$ cat config.mk
export PLATFORM = sky130hd
export DESIGN_NAME = core_run_ctrl
export DESIGN_NICKNAME = d
export VERILOG_FILES = /design/src/rtl/core_run_ctrl.sv
export SDC_FILE = /design/constraint.sdc
export NUM_CORES = 1
export LEC_CHECK = 0
export CAP_MARGIN = 20
export CORE_MARGIN = 1
export CORE_UTILIZATION = 31
export CTS_BUF_LIST = sky130_fd_sc_hd__clkbuf_16
export DETAILED_ROUTE_END_ITERATION = 10
export PLACE_DENSITY = 0.72
export SLEW_MARGIN = 20
export SYNTH_ARGS = -nofsm -noshare
export SYNTH_HDL_FRONTEND = slang
export SYNTH_SLANG_ARGS = --single-unit
$ cat constraint.sdc
create_clock -name clk -period 6.2 [get_ports clk]
set_clock_uncertainty 0.1 [all_clocks]
set_input_delay 1.24 -clock clk [delete_from_list [all_inputs] [get_ports clk]]
set_output_delay 1.24 -clock clk [all_outputs]
set_load 0.02 [all_outputs]
$ cat src/rtl/core_run_ctrl.sv
// core_run_ctrl: host-side sequencer for the 4-thread barrel datapath.
// Takes one host command at a time (write I-mem, write D-mem, read D-mem, run).
// It is the only driver of the datapath loader pins, pc_en and core reset.
// A run holds the core in reset, enables fetch for a cycle budget, then drains.
module core_run_ctrl #(
  parameter int RST_CYCLES = 4,
  parameter int DRAIN      = 4,
  parameter int CNT_W      = 32
) (
  input  logic        clk,
  input  logic        reset,
  input  logic        cmd_valid,
  output logic        cmd_ready,
  input  logic [1:0]  cmd_op,
  input  logic [8:0]  cmd_addr,
  input  logic [63:0] cmd_data,
  output logic        rsp_valid,
  output logic [63:0] rsp_data,
  output logic        busy,
  input  logic        abort,
  output logic [31:0] i_mem_addra,
  output logic [31:0] i_mem_din,
  output logic        i_mem_we,
  output logic [7:0]  d_mem_addra,
  output logic [63:0] d_mem_din,
  output logic        d_mem_we,
  input  logic [63:0] d_mem_out,
  output logic        pc_en,
  output logic        core_reset_n
);

  localparam int TMR_W = 16;

  typedef enum logic [3:0] {
    S_IDLE,
    S_WR_I,
    S_WR_D,
    S_RD_A,
    S_RD_W,
    S_RSP,
    S_RST,
    S_RUN,
    S_DRAIN,
    S_DONE
  } state_t;

  state_t             state_reg;
  logic [8:0]         addr_reg;
  logic [63:0]        data_reg;
  logic [CNT_W-1:0]   cnt_reg;
  logic [TMR_W-1:0]   tmr_reg;
  logic               cmd_ready_reg;
  logic               busy_reg;
  logic               rsp_valid_reg;
  logic [63:0]        rsp_data_reg;
  logic               i_mem_we_reg;
  logic               d_mem_we_reg;
  logic               pc_en_reg;
  logic               core_reset_n_reg;

  logic [CNT_W-1:0]   budget;
  logic [CNT_W-1:0]   budget_m1;

  // The run budget lives in the low bits of the captured command data.
  assign budget    = data_reg[CNT_W-1:0];
  assign budget_m1 = budget - CNT_W'(1);

  // Loader buses come straight from the captured command registers.
  assign i_mem_addra  = {23'd0, addr_reg};
  assign i_mem_din    = data_reg[31:0];
  assign d_mem_addra  = addr_reg[7:0];
  assign d_mem_din    = data_reg;

  assign cmd_ready    = cmd_ready_reg;
  assign busy         = busy_reg;
  assign rsp_valid    = rsp_valid_reg;
  assign rsp_data     = rsp_data_reg;
  assign i_mem_we     = i_mem_we_reg;
  assign d_mem_we     = d_mem_we_reg;
  assign pc_en        = pc_en_reg;
  assign core_reset_n = core_reset_n_reg;

  // Sequencer FSM; every output is registered and set on the edge entering its state.
  always_ff @(posedge clk or posedge reset) begin
    if (reset) begin
      state_reg        <= S_IDLE;
      addr_reg         <= '0;
      data_reg         <= '0;
      cnt_reg          <= '0;
      tmr_reg          <= '0;
      cmd_ready_reg    <= 1'b1;
      busy_reg         <= 1'b0;
      rsp_valid_reg    <= 1'b0;
      rsp_data_reg     <= '0;
      i_mem_we_reg     <= 1'b0;
      d_mem_we_reg     <= 1'b0;
      pc_en_reg        <= 1'b0;
      core_reset_n_reg <= 1'b0;
    end else begin
      // Strobes are single-cycle unless a transition below re-asserts them.
      i_mem_we_reg  <= 1'b0;
      d_mem_we_reg  <= 1'b0;
      rsp_valid_reg <= 1'b0;

      case (state_reg)
        S_IDLE: begin
          if (cmd_valid && cmd_ready_reg) begin
            addr_reg      <= cmd_addr;
            data_reg      <= cmd_data;
            cmd_ready_reg <= 1'b0;
            busy_reg      <= 1'b1;
            case (cmd_op)
              2'd0: begin
                state_reg    <= S_WR_I;
                i_mem_we_reg <= 1'b1;
              end
              2'd1: begin
                state_reg    <= S_WR_D;
                d_mem_we_reg <= 1'b1;
              end
              2'd2: begin
                state_reg <= S_RD_A;
              end
              2'd3: begin
                state_reg <= S_RST;
                cnt_reg   <= '0;
                tmr_reg   <= TMR_W'(RST_CYCLES - 1);
              end
            endcase
          end
        end

        S_WR_I, S_WR_D: begin
          state_reg     <= S_IDLE;
          cmd_ready_reg <= 1'b1;
          busy_reg      <= 1'b0;
        end

        // Address has been on the port for a cycle; BRAM output is valid in RD_W.
        S_RD_A: begin
          state_reg <= S_RD_W;
        end

        S_RD_W: begin
          state_reg     <= S_RSP;
          rsp_valid_reg <= 1'b1;
          rsp_data_reg  <= d_mem_out;
        end

        S_RSP: begin
          state_reg     <= S_IDLE;
          rsp_data_reg  <= '0;
          cmd_ready_reg <= 1'b1;
          busy_reg      <= 1'b0;
        end

        S_RST: begin
          if (tmr_reg == '0) begin
            core_reset_n_reg <= 1'b1;
            if (budget == '0) begin
              state_reg <= S_DRAIN;
              tmr_reg   <= TMR_W'(DRAIN - 1);
            end else begin
              state_reg <= S_RUN;
              pc_en_reg <= 1'b1;
            end
          end else begin
            tmr_reg <= tmr_reg - TMR_W'(1);
          end
        end

        // Counter counts issued pc_en cycles; equality stop means it never wraps.
        S_RUN: begin
          cnt_reg <= cnt_reg + CNT_W'(1);
          if ((cnt_reg == budget_m1) || abort) begin
            state_reg <= S_DRAIN;
            pc_en_reg <= 1'b0;
            tmr_reg   <= TMR_W'(DRAIN - 1);
          end
        end

        S_DRAIN: begin
          if (tmr_reg == '0) begin
            state_reg     <= S_DONE;
            rsp_valid_reg <= 1'b1;
            rsp_data_reg  <= 64'(cnt_reg);
          end else begin
            tmr_reg <= tmr_reg - TMR_W'(1);
          end
        end

        S_DONE: begin
          state_reg        <= S_IDLE;
          core_reset_n_reg <= 1'b0;
          rsp_data_reg     <= '0;
          cmd_ready_reg    <= 1'b1;
          busy_reg         <= 1'b0;
        end

        default: begin
          state_reg        <= S_IDLE;
          pc_en_reg        <= 1'b0;
          core_reset_n_reg <= 1'b0;
          cmd_ready_reg    <= 1'b1;
          busy_reg         <= 1'b0;
        end
      endcase
    end
  end

endmodule
Fig. 1: run 1, placement density heat map
Scale bar: 50 µm. 18 x 18 tiles, from dark blue (low) to red (high), 0 to 100% covered.
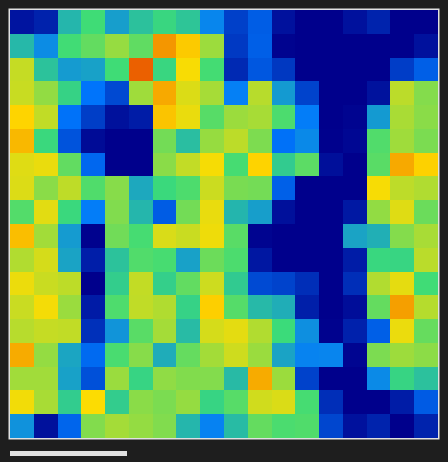
mean over tiles: 40%
densest ninth of the die: bottom centre
fullest tile: 89%
emptiest ninth of the die: upper right
fp util: 31.85%
total core area: 0.03196 mm²

Fig. 2: run 1, wiring heat map
Scale bar: 50 µm. 37 x 37 tiles, from dark blue (low) to red (high), scaled to the fullest tile. Values are wire area over tile area, all layers added.
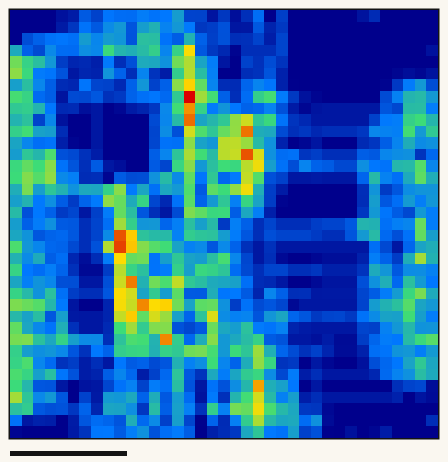
fullest tile: 0.60
mean over tiles: 0.14
nearly empty tiles: 16%
Vias: 8555
Post-Route WL: 29250 µm
GR Util All Layers: 17.60%
routed wire length per instance: 16.84 µm

==> impl_metrics.tcl, run 1 <==
# flow metrics
set metrics [dict create \
    rows 65 \
    cts_setup_buffers 0 \
    dpl.hpwl_um 21410 \
    slew_headroom_pct 34.35 \
    grt-ovfl-total 0 \
    initialDrtViolationCount 585 \
    post_cts_resized 0 \
    synthCells 1042 \
    hold_path.class "register to register" \
    port-buffer-count 326 \
    maxCapViolations 0 \
    clock-sinks 196 \
    h-tree-depth 4 \
    cp-end-kind "register" \
    cts_tree "yes" \
    hold_depth 2 \
    reg2reg_to "pc_en$_DFFE_PP0P_" \
    cp.arrival_ps 4530 \
    clock.latency.late_pin_ps 450 \
    drive_above_1_share_pct 10.52 \
    synth_async_sr_flop_share_pct 100.0 \
    status "completed" \
    top_area_cell "dfrtp_1" \
    dp_slack_ps 1935 \
    diodes 0 \
    crit_type "register to register" \
    cpPeakStageDelay_ps 700 \
    path_clk_slew_ps 70 \
    rsz0062_at_grt "false" \
    gp_congestion 0.8819 \
    min_from "rsp_data[9]$_DFFE_PP0P_" \
    die_w_um 183.2 \
    path_cells "inv_1 -> ha_1 -> or4b_1 -> or4_1 -> o41a_1 -> o211ai_1 -> a32o_1 -> a211oi_2 -> a21oi_2 -> nor2_1 -> mux2_1" \
    area_growth_pct 37.76 \
    ys_seq_share_pct 48.19 \
    grt_pass1_wl_um 46160 \
    power_density_mw_per_mm2 501.9 \
    yosysCellCount 1042 \
    grt_pass1_vias 8511 \
    ys_area_mm2 0.01018 \
    synth_flops 196 \
    ff_type "dfrtp_1" \
    synth.top_cell.area_share_pct 47.94 \
]
Fig. 3: run 1, drive-strength map
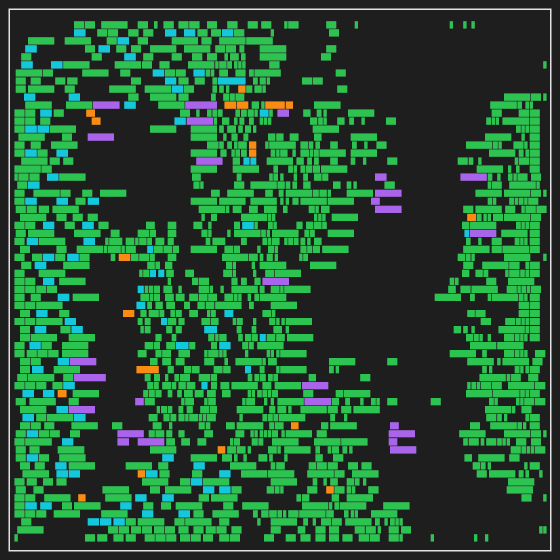
| colour | size | cells | share |
|---|---|---|---|
| purple | drive 6 and up | 26 | 2.0% |
| green | drive 1 or less | 1165 | 89% |
| orange | drive 3 to 4 | 19 | 1.5% |
| cyan | drive 2 | 92 | 7.1% |

==> run 1: worst max path at each step <==
stage                               to  slack, ps  cells after the start
2_1_floorplan  addr_reg[0]$_DFFE_PP0P_       2330                      1
3_3_place_gp         pc_en$_DFFE_PP0P_       2040                     11
3_5_place_dp         pc_en$_DFFE_PP0P_       1930                     11
4_1_cts              pc_en$_DFFE_PP0P_       1910                     11
5_1_grt              pc_en$_DFFE_PP0P_       1650                     11
6_report             pc_en$_DFFE_PP0P_       1900                     11
==> run 1: power breakdown <==
part | leakage (nW) | internal, W | switching [W] | total (W)
combinational | 3.07 | 0.00171 | 0.00183 | 0.00354
sequential | 2.45 | 0.00179 | 0.000567 | 0.00235
clock | 0.290 | 0.000606 | 0.000541 | 0.00115
==> run 1: area by class of cell <==
type                            instances  area, µm²
Tap cell                              435      544.3
Sequential cell                       196       4906
Multi-Input combinational cell        724       4588
Clock buffer                           17      425.4
Fill cell                            3064      17940
Clock inverter                         15      168.9
Timing Repair Buffer                  334       3327
Inverter                               16      63.81
==> run 1: placed cells by master (no fill, tap or decap), types with 16 or more instances in the layout <==
cell type,n
nor4_1,19
nand2_1,140
clkdlybuf4s50_1,326
clkbuf_16,17
or3_1,18
dfrtp_1,195
nand4_1,16
nor3_1,23
xor2_1,34
nor2_1,63
conb_1,23
nand3_1,19
mux2_2,75
o21ai_0,92
a21oi_1,21
xnor2_1,28
a22oi_1,35
==> run 1: through the flow <==
stage	util, %	hold slack, ps	total power [W]	cells	cell area (µm²)
after floorplan	-	348.6	0.004409	1064	10270
after global placement	41.98	360.6	0.005855	1705	13420
after detailed placement	42.00	368.9	0.005924	1705	13420
after CTS	43.86	386.3	0.007109	1737	14020
after global routing	43.88	396.6	0.007481	1737	14020
final	43.88	380.8	0.007038	1737	14020
==> run 1: layer usage <==
metal | vias up | wire length [µm] | GRT usage, %
met5 | - | 0 | 0
met3 | 30 | 1982 | 4.746
met2 | 330 | 13820 | 28.81
li1 | 4062 | - | -
met4 | 0 | 449 | 5.167
met1 | 4133 | 13000 | 22.66
==> run 1: worst max-delay path: cells and delay by family, from the launching register on <==
kind                     cells  cell delay (ps)
AND-OR/OR-AND                5             1530
AND/OR/NAND/NOR              3             1410
flip-flops                   1              450
multiplexers                 1              360
adder cells (fa/ha/maj)      1              230
buffers and inverters        1              110
==> run 1: cell families (layout without fill, tap and decap cells) <==
group	Yosys count	after routing	synth area share, %
adder cells (fa/ha/maj)	4	4	0.4917
flip-flops	196	196	48.19
other	1	23	0.03684
XOR/XNOR	62	62	5.334
buffers and inverters	144	382	7.817
multiplexers	81	81	8.899
AND-OR/OR-AND	201	201	12.32
AND/OR/NAND/NOR	353	353	16.91
--- run 2 (diff from run 1) ---
Clock period 6.2 ns to 3.8 ns, I/O delays scaled along.
Fig. 4: run 2, drive-strength map
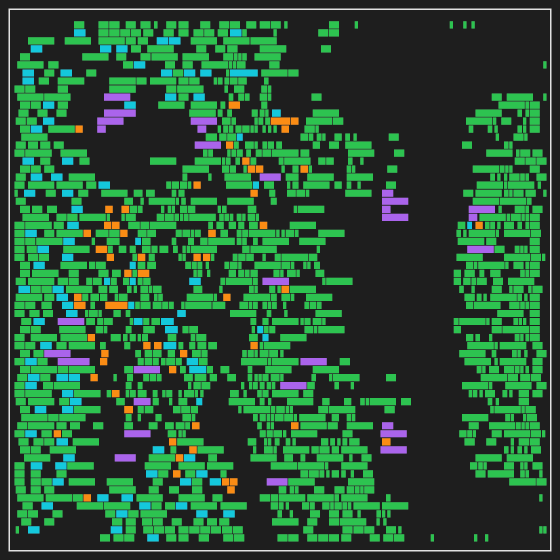
| colour | size | cells | share |
|---|---|---|---|
| cyan | drive 2 | 94 | 7.0% |
| purple | drive 6 and up | 29 | 2.2% |
| green | drive 1 or less | 1162 | 87% |
| orange | drive 3 to 4 | 56 | 4.2% |
worst setup margin: 254.1 ps
count of non-CTS buffers in the layout: 374

Fig. 5: run 2, wiring heat map
Scale bar: 50 µm. 37 x 37 tiles, from dark blue (low) to red (high), scaled to the fullest tile. Values are wire area over tile area, all layers added.
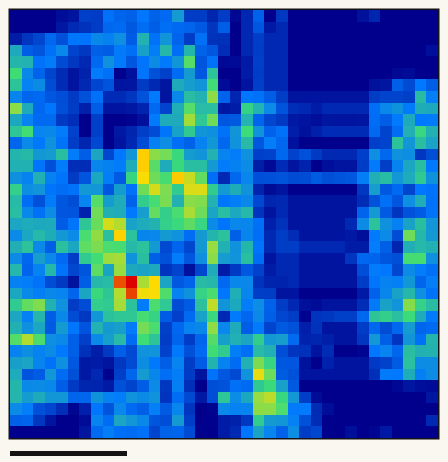
densest ninth of the die: middle left
mean over tiles: 0.14
fullest tile: 0.67
tiles over half the peak: 6.6%
nearly empty tiles: 14%
emptiest ninth of the die: upper right
routed wire length per instance: 16.96 µm
Vias: 8667

Fig. 6: run 2, placement by cell class
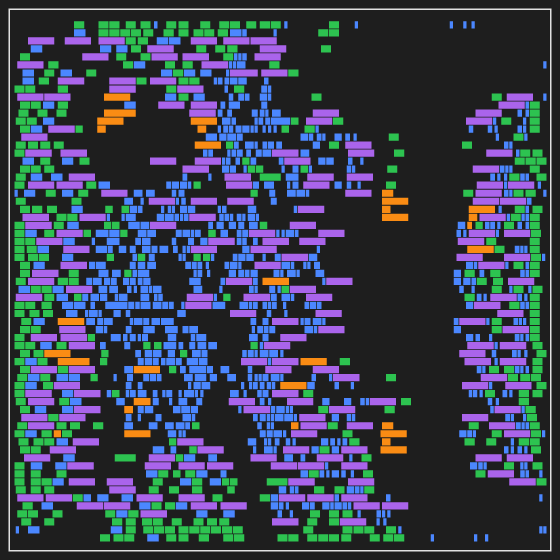
| colour | class | cells | share of their area |
|---|---|---|---|
| green | other buffers and delay cells | 374 | 26% |
| blue | all other logic | 740 | 34% |
| orange | clock drivers and dummy loads | 31 | 4.3% |
| purple | flip-flops | 196 | 35% |
post-route design area: 0.01437 mm²
fin util: 44.96%
Placement Rows: 65

==> run 2 against run 1 <==
Fmax increased by 21%; combinational power increased by 76%; non-clock buffer count increased by 40; sequential power increased by 55%; die size unchanged; worst hold slack got worse by 4.2 ps; critical path type unchanged; critical endpoint is now tmr_reg[11]$_DFFE_PP0P_; largest power group unchanged.
==> impl_metrics.tcl, run 2 <==
# flow metrics
set metrics [dict create \
    status "completed" \
    initCoreUtil_pct 31.85 \
    min_from "rsp_data[23]$_DFFE_PP0P_" \
    rsz0062_at_grt "false" \
    totalWireLength_um 30130 \
    cp-end-kind "register" \
    h-tree-depth 4 \
    synth.top_cell.area_share_pct 47.94 \
    p_total_w 0.01175 \
    ys_area_mm2 0.01018 \
    grt_pass1_wl_um 47110 \
    initialDrtViolationCount 458 \
    crit_type "register to register" \
    drive_above_1_share_pct 13.35 \
    port-buffer-count 326 \
    maxCapViolations 0 \
    grt_pass1_vias 8629 \
    grt-ovfl-total 0 \
    area_growth_pct 41.15 \
    grt_util_all_layers_pct 18.03 \
    ys_seq_share_pct 48.19 \
    wl_met2_um 14340 \
    stdcell_count 1776 \
    met3_length_um 2219 \
    path_clk_slew_ps 70 \
    gp_congestion 0.8824 \
    diodes 0 \
]
## run 2: cell families after synthesis
logic type | synth area share [%]
mux | 8.899
flops | 48.19
simple gates | 16.91
fa+ha+maj | 0.4917
compound gates | 12.32
buf+inv | 7.817
xor+xnor | 5.334
other cells | 0.03684
## run 2: cell type report
class,count,share of cell area [%]
inverters,16,0.4441
multi-input cells,724,31.99
clock inverters,14,1.193
clock buffers,17,2.961
repair buffers,374,25.48
well taps,435,3.788
flip-flops and latches,196,34.14
## run 2: per-layer routing
layer | track usage, % | vias to the layer above
li1 | - | 4151
met1 | 22.85 | 4153
met2 | 29.93 | 331
met3 | 4.964 | 32
met4 | 5.200 | 0
met5 | 0 | -
## run 2: worst max-delay path by stage
stage                                        start                       to  slack, ps  cells after the start
after global routing      d_mem_din[1]$_DFFE_PP0P_   tmr_reg[5]$_DFFE_PP0P_         10                     11
after detailed placement  d_mem_din[1]$_DFFE_PP0P_   tmr_reg[5]$_DFFE_PP0P_        170                     13
after global placement    d_mem_din[0]$_DFFE_PP0P_   tmr_reg[7]$_DFFE_PP0P_        270                     13
after floorplan           d_mem_din[0]$_DFFE_PP0P_        pc_en$_DFFE_PP0P_         80                     12
after CTS                 d_mem_din[1]$_DFFE_PP0P_   tmr_reg[5]$_DFFE_PP0P_        170                     13
final                     d_mem_din[1]$_DFFE_PP0P_  tmr_reg[11]$_DFFE_PP0P_        250                     13
## run 2: per-stage QoR
step | setup slack, ps | area, µm² | hold WS, ps
final | 254.1 | 14370 | 376.6
after global routing | 9.914 | 14370 | 410.4
after CTS | 166.0 | 14350 | 386.1
after detailed placement | 171.1 | 13760 | 369.4
after global placement | 267.6 | 13760 | 359.6
after floorplan | 84.72 | 10270 | 348.6
## run 2: power breakdown
group | leakage, nW | switching [W] | total [W] | internal (W)
logic | 3.27 | 0.00323 | 0.00622 | 0.00299
registers | 2.45 | 0.000724 | 0.00364 | 0.00292
clock network | 0.287 | 0.000889 | 0.00188 | 0.000991
## run 2: tightest hold or removal path, cell delays in order (launching register included)
cell and delay (ps):
dfrtp_1 340, nand2_1 40, o21ai_0 60
--- run 3 (diff from run 2) ---
Settings changed: HOLD_SLACK_MARGIN from default to 0.12.
Fig. 7: run 3, placement density heat map
Scale bar: 50 µm. 18 x 18 tiles, from dark blue (low) to red (high), 0 to 100% covered.
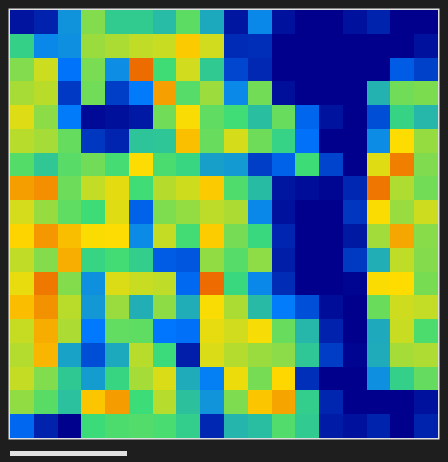
emptiest ninth of the die: upper right
fullest tile: 88%
densest ninth of the die: middle left
mean over tiles: 41%

Fig. 8: run 3, drive-strength map
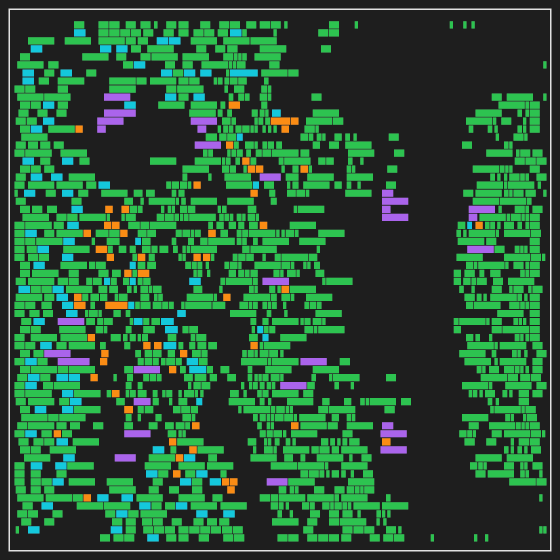
| colour | size | cells | share |
|---|---|---|---|
| purple | drive 6 and up | 29 | 2.2% |
| green | drive 1 or less | 1162 | 87% |
| cyan | drive 2 | 94 | 7.0% |
| orange | drive 3 to 4 | 56 | 4.2% |
synthesis-to-finish area growth: 41.15%

Fig. 9: run 3, routing congestion
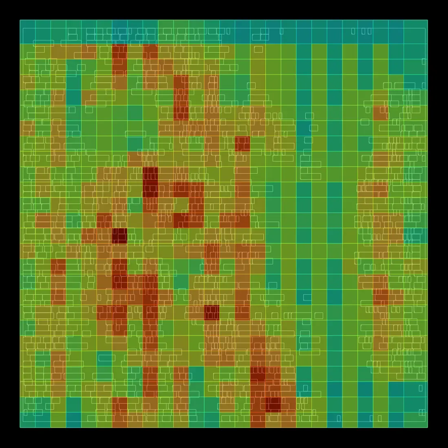
GR Util All Layers: 18.03%
GR peak layer: met2

==> run 3 against run 2 <==
Wire length stayed put; register-to-register slack hardly changed; clock-buffer cell count stayed put; combinational power hardly changed; cell area stayed put; power stayed put; first-iteration DRC count stayed put; worst setup slack stayed put; critical endpoint unchanged.
==> impl_metrics.tcl, run 3 <==
# flow metrics
set metrics [dict create \
    status "completed" \
    simple_gate_area_share_pct 16.91 \
    initCoreUtil_pct 31.85 \
    synth_async_sr_flop_share_pct 100.0 \
    rows 65 \
    grt-ovfl-total 0 \
    h-tree-depth 4 \
    initialDrtViolationCount 458 \
    clock.latency.late_pin_ps 450 \
    comb_area_mm2 0.004597 \
    mux_share_pct 8.899 \
    grt_pass1_vias 8629 \
    lay_top_cells "clkdlybuf4s50_1 (326), dfrtp_1 (195), nand2_1 (140), o21ai_0 (92), mux2_2 (75)" \
    port-buffer-count 326 \
    num_vias 8667 \
    ys_sh_xor_pct 5.334 \
    grt_pass1_wl_um 47110 \
    compound_area_share_pct 12.32 \
    slew_headroom_pct 53.09 \
    power_density_mw_per_mm2 817.5 \
    rsz0062_at_grt "false" \
    yosysCellCount 1042 \
    cp.arrival_ps 3770 \
    design_area_mm2 0.01437 \
    cp-end-kind "register" \
    clock-sinks 196 \
    hold_depth 2 \
    post_cts_resized 0 \
    lay_top_count "clkdlybuf4s50_1" \
    totalWireLength_um 30130 \
    p_total_w 0.01175 \
    die_w_um 183.2 \
    path_clk_slew_ps 70 \
]
[run 3: cell counts after synthesis]
No cell type changed its count.
[run 3: cells by family after synthesis]
group	count (synthesis)
mux	81
other cells	1
compound gates	201
flops	196
simple gates	353
xor+xnor	62
buf+inv	144
fa+ha+maj	4
[run 3: critical path, cell delays in order, from the launching register on]
cell	delay (ps)
dfrtp_1	380
inv_1	80
ha_1	150
or4b_1	480
or4_4	540
buf_4	190
nor4bb_2	280
o211ai_1	110
a32o_1	270
a211oi_2	180
a21oi_2	130
buf_4	180
o31ai_1	230
o31ai_1	110
[run 3: routing by layer]
layer	track usage, %	vias up	part of all wire, %
met1	22.85	4153	44
met5	0	-	0
met3	4.964	32	7.4
li1	-	4151	-
met4	5.200	0	1.5
met2	29.93	331	48
[run 3: metrics by stage]
| step | utilization, % | std cells | setup WS [ps] | hold WS [ps] |
|---|---|---|---|---|
| after floorplan | - | 1064 | 84.72 | 348.6 |
| final | 44.96 | 1776 | 254.1 | 376.6 |
| after global routing | 44.96 | 1776 | 9.914 | 410.4 |
| after global placement | 43.04 | 1745 | 267.6 | 359.6 |
| after CTS | 44.91 | 1776 | 166.0 | 386.1 |
| after detailed placement | 43.04 | 1745 | 171.1 | 369.4 |
[run 3: layout make-up]
class	instances	area share (%)
Clock buffer	17	2.961
Clock inverter	14	1.193
Inverter	16	0.4441
Multi-Input combinational cell	724	31.99
Sequential cell	196	34.14
Tap cell	435	3.788
Timing Repair Buffer	374	25.48
[run 3: final timing paths]
kind                       slack (ps)                         to
setup / recovery                  250    tmr_reg[11]$_DFFE_PP0P_
hold reg to reg                   380   rsp_data[23]$_DFFE_PP0P_
max in group asynchronous        2190    rsp_data[4]$_DFFE_PP0P_
min in group asynchronous         590  d_mem_din[33]$_DFFE_PP0P_
setup reg to reg                  250    tmr_reg[11]$_DFFE_PP0P_
hold / removal                    380   rsp_data[23]$_DFFE_PP0P_
[run 3: where the power goes]
part / leakage (nW) / internal [W] / total [W] / switching [W]
Sequential: 2.45 / 0.00292 / 0.00364 / 0.000724
Clock: 0.287 / 0.000991 / 0.00188 / 0.000889
Combinational: 3.27 / 0.00299 / 0.00622 / 0.00323
Power and IR drop assume default switching activity.
